$ cat src/rtl/result_bcd_display.sv
// ============================================================================
// Module : result_bcd_display
// Desc   : Shift-and-add-3 binary-to-BCD converter with a multiplexed 3-digit
//          7-segment display. Define LEADING_ZERO_BLANK_EN to blank leading 0s.
// Rev    : 1.0  initial release
// ============================================================================
`default_nettype none

module result_bcd_display #(
  parameter int REFRESH_DIV = 16
) (
  input  logic       clk,
  input  logic       restart,
  input  logic       done,
  input  logic [7:0] sum,
  output logic [3:0] bcd_hundreds,
  output logic [3:0] bcd_tens,
  output logic [3:0] bcd_ones,
  output logic       valid,
  output logic       busy,
  output logic [6:0] seg,
  output logic [2:0] an
);

  localparam int c_CNT_W = $clog2(REFRESH_DIV);

  typedef enum logic [1:0] {
    IDLE    = 2'd0,
    CONVERT = 2'd1,
    UPDATE  = 2'd2
  } state_t;

  state_t              r_state;
  state_t              w_state_nxt;
  logic                r_done_q;
  logic                w_trigger;
  logic [7:0]          r_shift;
  logic [11:0]         r_scratch;
  logic [3:0]          r_shift_cnt;
  logic [11:0]         w_adj;
  logic [c_CNT_W-1:0]  r_refresh_cnt;
  logic [1:0]          r_digit_sel;
  logic [3:0]          w_digit;
  logic                w_blank;
  logic [6:0]          w_seg;
  logic [2:0]          w_an;

  assign w_trigger = done & ~r_done_q;

  // Add-3 correction applied to every scratch nibble before the shift.
  always_comb begin
    w_adj = r_scratch;
    if (r_scratch[3:0]  >= 4'd5) w_adj[3:0]  = r_scratch[3:0]  + 4'd3;
    if (r_scratch[7:4]  >= 4'd5) w_adj[7:4]  = r_scratch[7:4]  + 4'd3;
    if (r_scratch[11:8] >= 4'd5) w_adj[11:8] = r_scratch[11:8] + 4'd3;
  end

  always_comb begin
    w_state_nxt = r_state;
    case (r_state)
      IDLE:    if (w_trigger) w_state_nxt = CONVERT;
      CONVERT: if (r_shift_cnt == 4'd7) w_state_nxt = UPDATE;
      UPDATE:  w_state_nxt = IDLE;
      default: w_state_nxt = IDLE;
    endcase
  end

  always_ff @(posedge clk) begin
    if (!restart) begin
      r_state      <= IDLE;
      r_done_q     <= 1'b1;
      r_shift      <= 8'd0;
      r_scratch    <= 12'd0;
      r_shift_cnt  <= 4'd0;
      bcd_hundreds <= 4'd0;
      bcd_tens     <= 4'd0;
      bcd_ones     <= 4'd0;
      valid        <= 1'b0;
      busy         <= 1'b0;
    end else begin
      r_state  <= w_state_nxt;
      r_done_q <= done;
      valid    <= 1'b0;
      case (r_state)
        IDLE: begin
          if (w_trigger) begin
            r_shift     <= sum;
            r_scratch   <= 12'd0;
            r_shift_cnt <= 4'd0;
            busy        <= 1'b1;
          end
        end
        CONVERT: begin
          {r_scratch, r_shift} <= {w_adj, r_shift} << 1;
          r_shift_cnt          <= r_shift_cnt + 4'd1;
        end
        UPDATE: begin
          bcd_hundreds <= r_scratch[11:8];
          bcd_tens     <= r_scratch[7:4];
          bcd_ones     <= r_scratch[3:0];
          valid        <= 1'b1;
          busy         <= 1'b0;
        end
        default: ;
      endcase
    end
  end

  // Display refresh runs regardless of converter activity.
  always_ff @(posedge clk) begin
    if (!restart) begin
      r_refresh_cnt <= '0;
      r_digit_sel   <= 2'd0;
    end else if (r_refresh_cnt == c_CNT_W'(REFRESH_DIV - 1)) begin
      r_refresh_cnt <= '0;
      r_digit_sel   <= (r_digit_sel == 2'd2) ? 2'd0 : r_digit_sel + 2'd1;
    end else begin
      r_refresh_cnt <= r_refresh_cnt + c_CNT_W'(1);
    end
  end

  always_comb begin
    w_an    = 3'b110;
    w_digit = bcd_ones;
    case (r_digit_sel)
      2'd1: begin w_an = 3'b101; w_digit = bcd_tens;     end
      2'd2: begin w_an = 3'b011; w_digit = bcd_hundreds; end
      default: ;
    endcase
  end

  always_comb begin
`ifdef LEADING_ZERO_BLANK_EN
    w_blank = ((r_digit_sel == 2'd2) && (bcd_hundreds == 4'd0)) ||
              ((r_digit_sel == 2'd1) && (bcd_hundreds == 4'd0) && (bcd_tens == 4'd0));
`else
    w_blank = 1'b0;
`endif
  end

  always_comb begin
    w_seg = 7'b1111111;
    if (!w_blank) begin
      case (w_digit)
        4'd0: w_seg = 7'b1000000;
        4'd1: w_seg = 7'b1111001;
        4'd2: w_seg = 7'b0100100;
        4'd3: w_seg = 7'b0110000;
        4'd4: w_seg = 7'b0011001;
        4'd5: w_seg = 7'b0010010;
        4'd6: w_seg = 7'b0000010;
        4'd7: w_seg = 7'b1111000;
        4'd8: w_seg = 7'b0000000;
        4'd9: w_seg = 7'b0010000;
        default: w_seg = 7'b1111111;
      endcase
    end
  end

  assign seg = w_seg;
  assign an  = w_an;

endmodule

`default_nettype wire

$ cat config.mk
export PLATFORM = sky130hd
export DESIGN_NAME = result_bcd_display
export DESIGN_NICKNAME = d
export VERILOG_FILES = /design/src/rtl/result_bcd_display.sv
export SDC_FILE = /design/constraint.sdc
export NUM_CORES = 1
export LEC_CHECK = 0
export CORE_MARGIN = 3
export CORE_UTILIZATION = 35
export CTS_BUF_LIST = sky130_fd_sc_hd__clkbuf_16
export CTS_CLUSTER_SIZE = 10
export DETAILED_ROUTE_END_ITERATION = 8
export GPL_ROUTABILITY_DRIVEN = 0
export PLACE_DENSITY = 0.57
export SETUP_SLACK_MARGIN = 0.05
export SYNTH_ARGS = -nofsm -noshare
export SYNTH_HDL_FRONTEND = slang
export SYNTH_SLANG_ARGS = --single-unit
$ cat constraint.sdc
create_clock -name clk -period 2.6 [get_ports clk]
set_clock_uncertainty 0.1 [all_clocks]
set_input_delay 0.26 -clock clk [delete_from_list [all_inputs] [get_ports clk]]
set_output_delay 0.26 -clock clk [all_outputs]
set_load 0.03 [all_outputs]
==> impl_metrics.json, run 1 <==
{
  "htreeDepth": 2,
  "edf_count": 0,
  "postCtsSetupRepairBufs": 2,
  "ctsHoldBuffers": 0,
  "drc_errors": 0,
  "switchingPower_mw": 0.319,
  "finalSetupTns_ps": 0,
  "grt_use_total_pct": 13.6,
  "n_clock_buffer": 5,
  "p_int_mw": 1.13,
  "synthFlopType": "dfxtp_1",
  "syn_avg_cell_area_sq_um": 8.96,
  "grt_pass1_vias": 1889,
  "cellPowerDensity_nw_per_um2": 450,
  "r2r-end": "r_shift[3]",
  "worst_pin_slew_ps": 704,
  "hp-start": "r_shift[7]",
  "tap_cells": 96,
  "clock.latency.late_pin_ps": 280,
  "biggestCellCategory": "multi-input combinational cells",
  "clk_pin_slew_ps": 60,
  "peakVddDrop_mv": 0.235,
  "final-nonclk-buf-share_pct": 13.4,
  "synthCells": 276,
  "fp_util_pct": 36.2,
  "die_y_microns": 90.1,
  "min_to": "r_shift[7]",
  "yosys-stat-area_sq_um": 2470,
  "fp-row-count": 30,
  "critPathRequiredTime_ps": 2240,
  "numSynthFlops": 47,
  "outcome": "finished clean",
  "chipArea_sq_um": 8110,
  "clock_power_share_pct": 43.0,
  "hold_viol": 0,
  "power_top_consumer": "registers",
  "cp_max_fo": 5,
  "grt_max_degree": 26,
  "xor_area_share_pct": 2.12,
  "antenna_cells": 0,
  "aoi_share_pct": 22.8,
  "fp_nets": 305,
  "holdPathStages": 2,
  "powerComb_mw": 0.0815,
  "ff_latch_area_sq_um": 948,
  "final_cell_mix": "dfxtp_1, nand2_1, clkdlybuf4s50_1",
  "place_area_sq_um": 2950,
  "cp.arrival_ps": 2110,
  "fin_crit_sh_pct": 95.1,
  "sh_comb_area_pct": 47.0,
  "path_cells": "inv_2 > ha_4 > a22oi_2 > a21oi_2 > inv_2 > buf_4 > ha_1 > inv_1 > o32a_2 > buf_4",
  "crit_type": "reg2out",
  "r2r_setup_slack_ps": 810,
  "route.met2.wl_mm": 2.49,
  "hold_path.class": "reg2reg",
  "warning_count": 39,
  "worst-path-buf-inv": 5,
  "drt_first_pass_iters": 4,
  "cp.depth": 10,
  "p_total_mw": 1.45,
  "final-comb-area_sq_um": 1510,
  "drt-met1-wl_mm": 2.65,
  "post-place-ws_ps": -12.8,
  "drive_gt1_share_pct": 18.0,
  "syn2layout_area_growth_pct": 29.9,
  "startpoint": "r_digit_sel[1]",
  "drtIter0Drc": 86,
  "clock_area_share_pct": 4.52,
  "top_area_share_pct": 38.0,
  "use_met3_pct": 3.18,
  "ant_nets": 0,
  "ctsLongestPathBuffers": 2,
  "r2r_cells": 4,
  "detail_route.wl_per_cell_microns": 13.0,
  "cts_sinks": 47,
  "cts_tree": "done",
  "largest_register_ffs": 12,
  "relSlewSlack_pct": 52.9,
  "busiest_layer": "met2",
  "final_common_cell": "dfxtp_1",
  "grt_pass1_wl_mm": 9.30,
  "ioPinCount": 35,
  "cpMaxStageDelayCell": "o32a_2",
  "coreArea_sq_um": 6830,
  "fin_ws_ps": 128,
  "final_nets": 345,
  "synth_cell_types": 45,
  "crit_family": "AND-OR/OR-AND gates",
  "crit_path_max_incr_delay_ps": 370,
  "top_layer": "met4",
  "finalMaxSlewViolations": 0,
  "nFlopsAndLatches": 47,
  "finish.instance_area_sq_um": 3210,
  "p_leak_nw": 1.15,
  "ctsResizeCount": 16,
  "via_per_inst": 4.84,
  "grt_antenna_before_repair": 0,
  "nNonClkInverters": 15,
  "root_buffer": "clkbuf_16",
  "reg2reg_from": "r_state[0]",
  "pwr-share-comb_pct": 5.6,
  "seq_area_share_pct": 29.5,
  "cp-end-kind": "output pin",
  "seq_cell_power_mw": 0.743,
  "wl_met3_microns": 191,
  "finalSetupViolations": 0,
  "synth_area_leader_cell": "dfxtp_1",
  "ys_async_sr_fraction_pct": 0,
  "largest_register": "r_scratch",
  "period_needed_ps": 2470,
  "yosys_cells": 276,
  "dpl.cell_count": 403,
  "comb_cells": 200,
  "yosysWarnings": 0,
  "finalNonFillerCells": 413,
  "yosysSeqAreaShare_pct": 38.0,
  "numPortBuffers": 34,
  "place_hpwl_mm": 3.99,
  "fin_util_pct": 47.0,
  "yosys-top-cells-count": "dfxtp_1, nand2_1, ha_1",
  "start_kind": "flop",
  "yosys.area_share.adder_pct": 9.10,
  "fp.dieW_microns": 90.1,
  "signal_buffers": 47,
  "synthTopLogicFamily": "AND-OR/OR-AND gates",
  "grt-ovfl-total": 0,
  "endpoint": "seg[4]",
  "rsz0062_at_grt": "true",
  "netlist_area_sq_um": 2470,
  "simple_gate_share_pct": 17.8,
  "area_leaders": "dfxtp_1, ha_1, nand2_1",
  "fmax_mhz": 405,
  "reg_top3": "r_scratch (12), r_shift (8)",
  "grt_use_met2_pct": 22.1,
  "fin_worst_hold_slack_ps": 360
}
Run 1, clock routing:
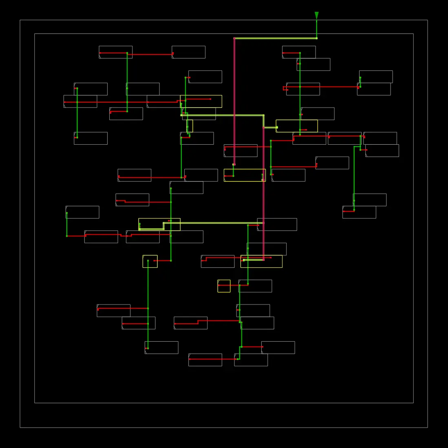
Power Clock: 0.622 mW
total CTS buffers: 5

Run 1, the metal 1 layer:
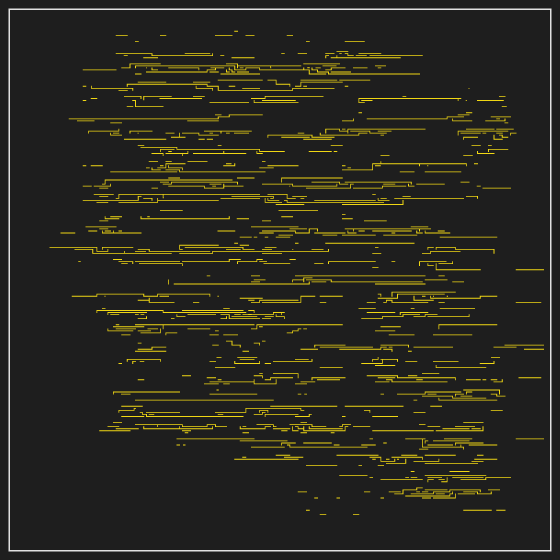
- share of all routed wire: 49%
- longest straight run: 24.8 microns
- main direction: horizontal
Post-Route WL: 5.38 mm
via count: 1999
met1 GRT Util: 18.2%

Run 1, cells colored by class:
Fill, decap, tap and diode cells in gray.
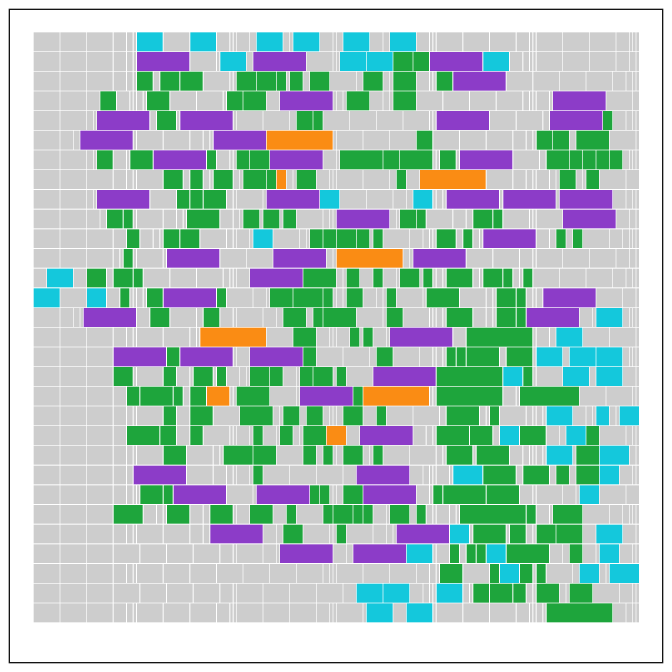
- flops: purple (cells 47; share of their area 31%)
- clock drivers and dummy loads: orange (cells 8; share of their area 4.7%)
- other buffers and delay cells: cyan (cells 47; share of their area 14%)
- combinational and other logic: green (cells 215; share of their area 51%)

Run 1, the metal 3 layer:
Scale bar: 20 microns.
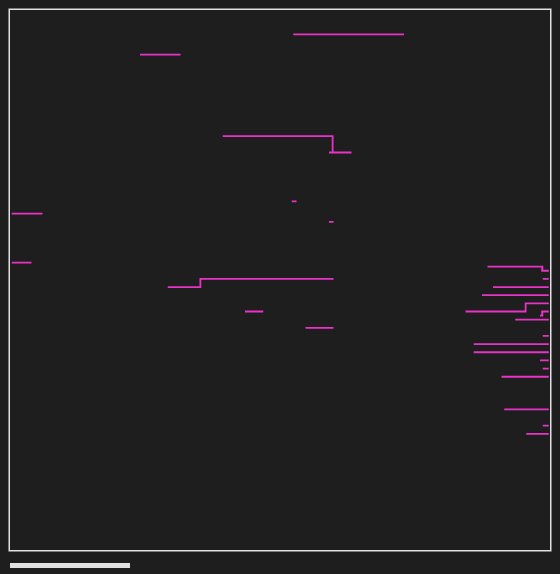

==> inputs of run 2 (changes only) <==
--- a/config.mk
+++ b/config.mk
@@ -11,7 +11,7 @@
 export CTS_CLUSTER_SIZE = 10
 export DETAILED_ROUTE_END_ITERATION = 8
 export GPL_ROUTABILITY_DRIVEN = 0
-export PLACE_DENSITY = 0.57
+export PLACE_DENSITY = 0.54
 export SETUP_SLACK_MARGIN = 0.05
 export SYNTH_ARGS = -nofsm -noshare
 export SYNTH_HDL_FRONTEND = slang
Run 2, the metal 3 layer:
Scale bar: 20 microns.
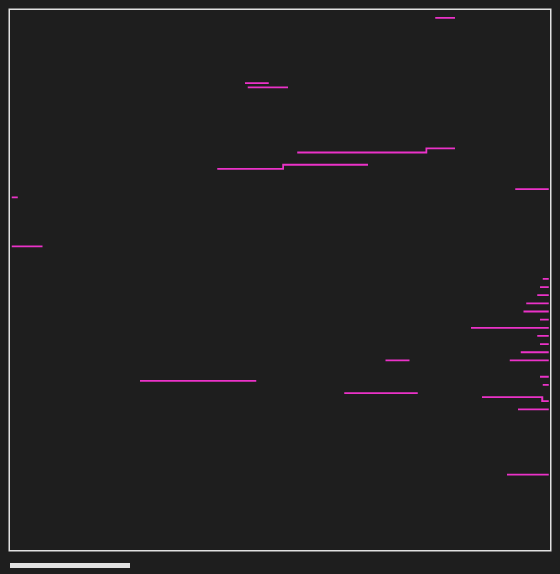
- wire length on this layer: 174 microns
- longest straight run: 21.4 microns
- share of all routed wire: 3.3%

==> run 2 against run 1 <==
  * Global-route usage shrank 0.55 points
  * Largest cell class unchanged
  * Sequential share of layout area decreased by 0.16 points
  * Critical path type unchanged
  * Synthesized cell count stayed put
  * Largest power group unchanged
  * Combinational power up 1%
  * Sequential cell count is the same
  * Highest routed layer unchanged
  * Area after synthesis unchanged
  * Routed wire length decreased by 2.3%
  * Setup slack better by 28 ps
  * Register-to-register slack is essentially flat
  * Cell count is 1.2% higher
  * Cell area decreased by 0.12%
==> impl_metrics.json, run 2 <==
{
  "outcome": "finished clean",
  "place_hpwl_mm": 3.87,
  "wl_met3_microns": 173,
  "cts_buffers": 5,
  "final-comb-area_sq_um": 1490,
  "fp-row-count": 30,
  "numSynthFlops": 47,
  "rsz0062_at_grt": "false",
  "nFlopsAndLatches": 47,
  "grt_pass1_wl_mm": 8.90,
  "grt_use_total_pct": 13.0,
  "r2r_cells": 4,
  "post-place-ws_ps": 34.6,
  "grt_use_met2_pct": 19.5,
  "grt_antenna_before_repair": 0,
  "tap_cells": 96,
  "route.met2.wl_mm": 2.17,
  "syn_avg_cell_area_sq_um": 8.96,
  "drt_first_pass_iters": 4,
  "busiest_layer": "met2",
  "aoi_share_pct": 22.8,
  "finalNonFillerCells": 418,
  "top_area_share_pct": 38.0,
  "reg_top3": "r_scratch (12), r_shift (8)",
  "largest_register": "r_scratch",
  "nNonClkInverters": 15,
  "yosysWarnings": 0,
  "synthCells": 276,
  "clock_area_share_pct": 4.41,
  "yosys_cells": 276,
  "final_nets": 350,
  "fp_nets": 305,
  "switchingPower_mw": 0.316,
  "crit_path_max_incr_delay_ps": 320,
  "use_met3_pct": 3.18,
  "critPathRequiredTime_ps": 2240,
  "antenna_cells": 0,
  "p_total_mw": 1.44,
  "pwr-share-comb_pct": 5.7,
  "path_cells": "buf_4 > ha_1 > buf_4 > a22o_2 > mux2i_4 > buf_6 > o21ai_1 > o32a_2 > buf_4",
  "peakVddDrop_mv": 0.373,
  "ctsHoldBuffers": 0,
  "die_y_microns": 90.1,
  "clk_pin_slew_ps": 60,
  "finish.instance_area_sq_um": 3210,
  "finalSetupViolations": 0,
  "worst-path-buf-inv": 4,
  "simple_gate_share_pct": 17.8,
  "grt_pass1_vias": 1838,
  "via_per_inst": 4.80,
  "postCtsSetupRepairBufs": 0,
  "ys_async_sr_fraction_pct": 0,
  "fp.dieW_microns": 90.1,
  "ant_nets": 0,
  "fmax_mhz": 409,
  "grt_max_degree": 23,
  "cts_tree": "done",
  "numPortBuffers": 34,
  "seq_cell_power_mw": 0.745,
  "xor_area_share_pct": 2.12,
  "fp_util_pct": 36.2,
  "cp.arrival_ps": 2080,
  "min_to": "r_shift[7]",
  "yosysSeqAreaShare_pct": 38.0,
  "final_common_cell": "dfxtp_1",
  "cp.depth": 9,
  "warning_count": 38,
  "area_leaders": "dfxtp_1, ha_1, nand2_1",
  "place_area_sq_um": 2970,
  "via_count": 2007,
  "worst_pin_slew_ps": 696,
  "yosys-top-cells-count": "dfxtp_1, nand2_1, ha_1",
  "final-nonclk-buf-share_pct": 14.4,
  "synthFlopType": "dfxtp_1",
  "cp-end-kind": "output pin",
  "crit_type": "reg2out",
  "synthTopLogicFamily": "AND-OR/OR-AND gates",
  "ff_latch_area_sq_um": 942,
  "reg2reg_from": "r_state[0]",
  "grt-ovfl-total": 0,
  "largest_register_ffs": 12,
  "fin_crit_sh_pct": 94.0,
  "endpoint": "seg[4]",
  "synth_cell_types": 45,
  "cp_max_fo": 5,
  "ioPinCount": 35,
  "synth_area_leader_cell": "dfxtp_1",
  "drive_gt1_share_pct": 18.9,
  "netlist_area_sq_um": 2470,
  "fin_worst_hold_slack_ps": 358,
  "startpoint": "r_digit_sel[1]",
  "drc_errors": 0,
  "final_cell_mix": "dfxtp_1, nand2_1, clkdlybuf4s50_1",
  "relSlewSlack_pct": 53.4,
  "hp-start": "r_shift[7]",
  "yosys-stat-area_sq_um": 2470,
  "r2r_setup_slack_ps": 810,
  "finalSetupTns_ps": 0,
  "holdPathStages": 2,
  "cts_sinks": 47,
  "drtIter0Drc": 68,
  "yosys.area_share.adder_pct": 9.10,
  "n_clock_buffer": 5,
  "p_int_mw": 1.13,
  "dpl.cell_count": 406,
  "hold_viol": 0,
  "root_buffer": "clkbuf_16",
  "cpMaxStageDelayCell": "dfxtp_1",
  "top_layer": "met4",
  "htreeDepth": 2,
  "start_kind": "flop",
  "sh_comb_area_pct": 46.3,
  "powerComb_mw": 0.0827,
  "pg_clk_mw": 0.615,
  "cellPowerDensity_nw_per_um2": 450,
  "seq_area_share_pct": 29.4,
  "wl_mm": 5.26,
  "fin_ws_ps": 157,
  "ctsResizeCount": 5,
  "signal_buffers": 52,
  "biggestCellCategory": "multi-input combinational cells",
  "syn2layout_area_growth_pct": 29.7,
  "coreArea_sq_um": 6830,
  "clock_power_share_pct": 42.6,
  "use_met1_pct": 18.9,
  "clock.latency.late_pin_ps": 280,
  "p_leak_nw": 1.16,
  "hold_path.class": "reg2reg",
  "detail_route.wl_per_cell_microns": 12.6,
  "power_top_consumer": "registers",
  "ctsLongestPathBuffers": 2,
  "finalMaxSlewViolations": 0,
  "fin_util_pct": 47.0,
  "comb_cells": 200,
  "period_needed_ps": 2440,
  "r2r-end": "r_shift[6]"
}
Power and IR drop assume default switching activity.
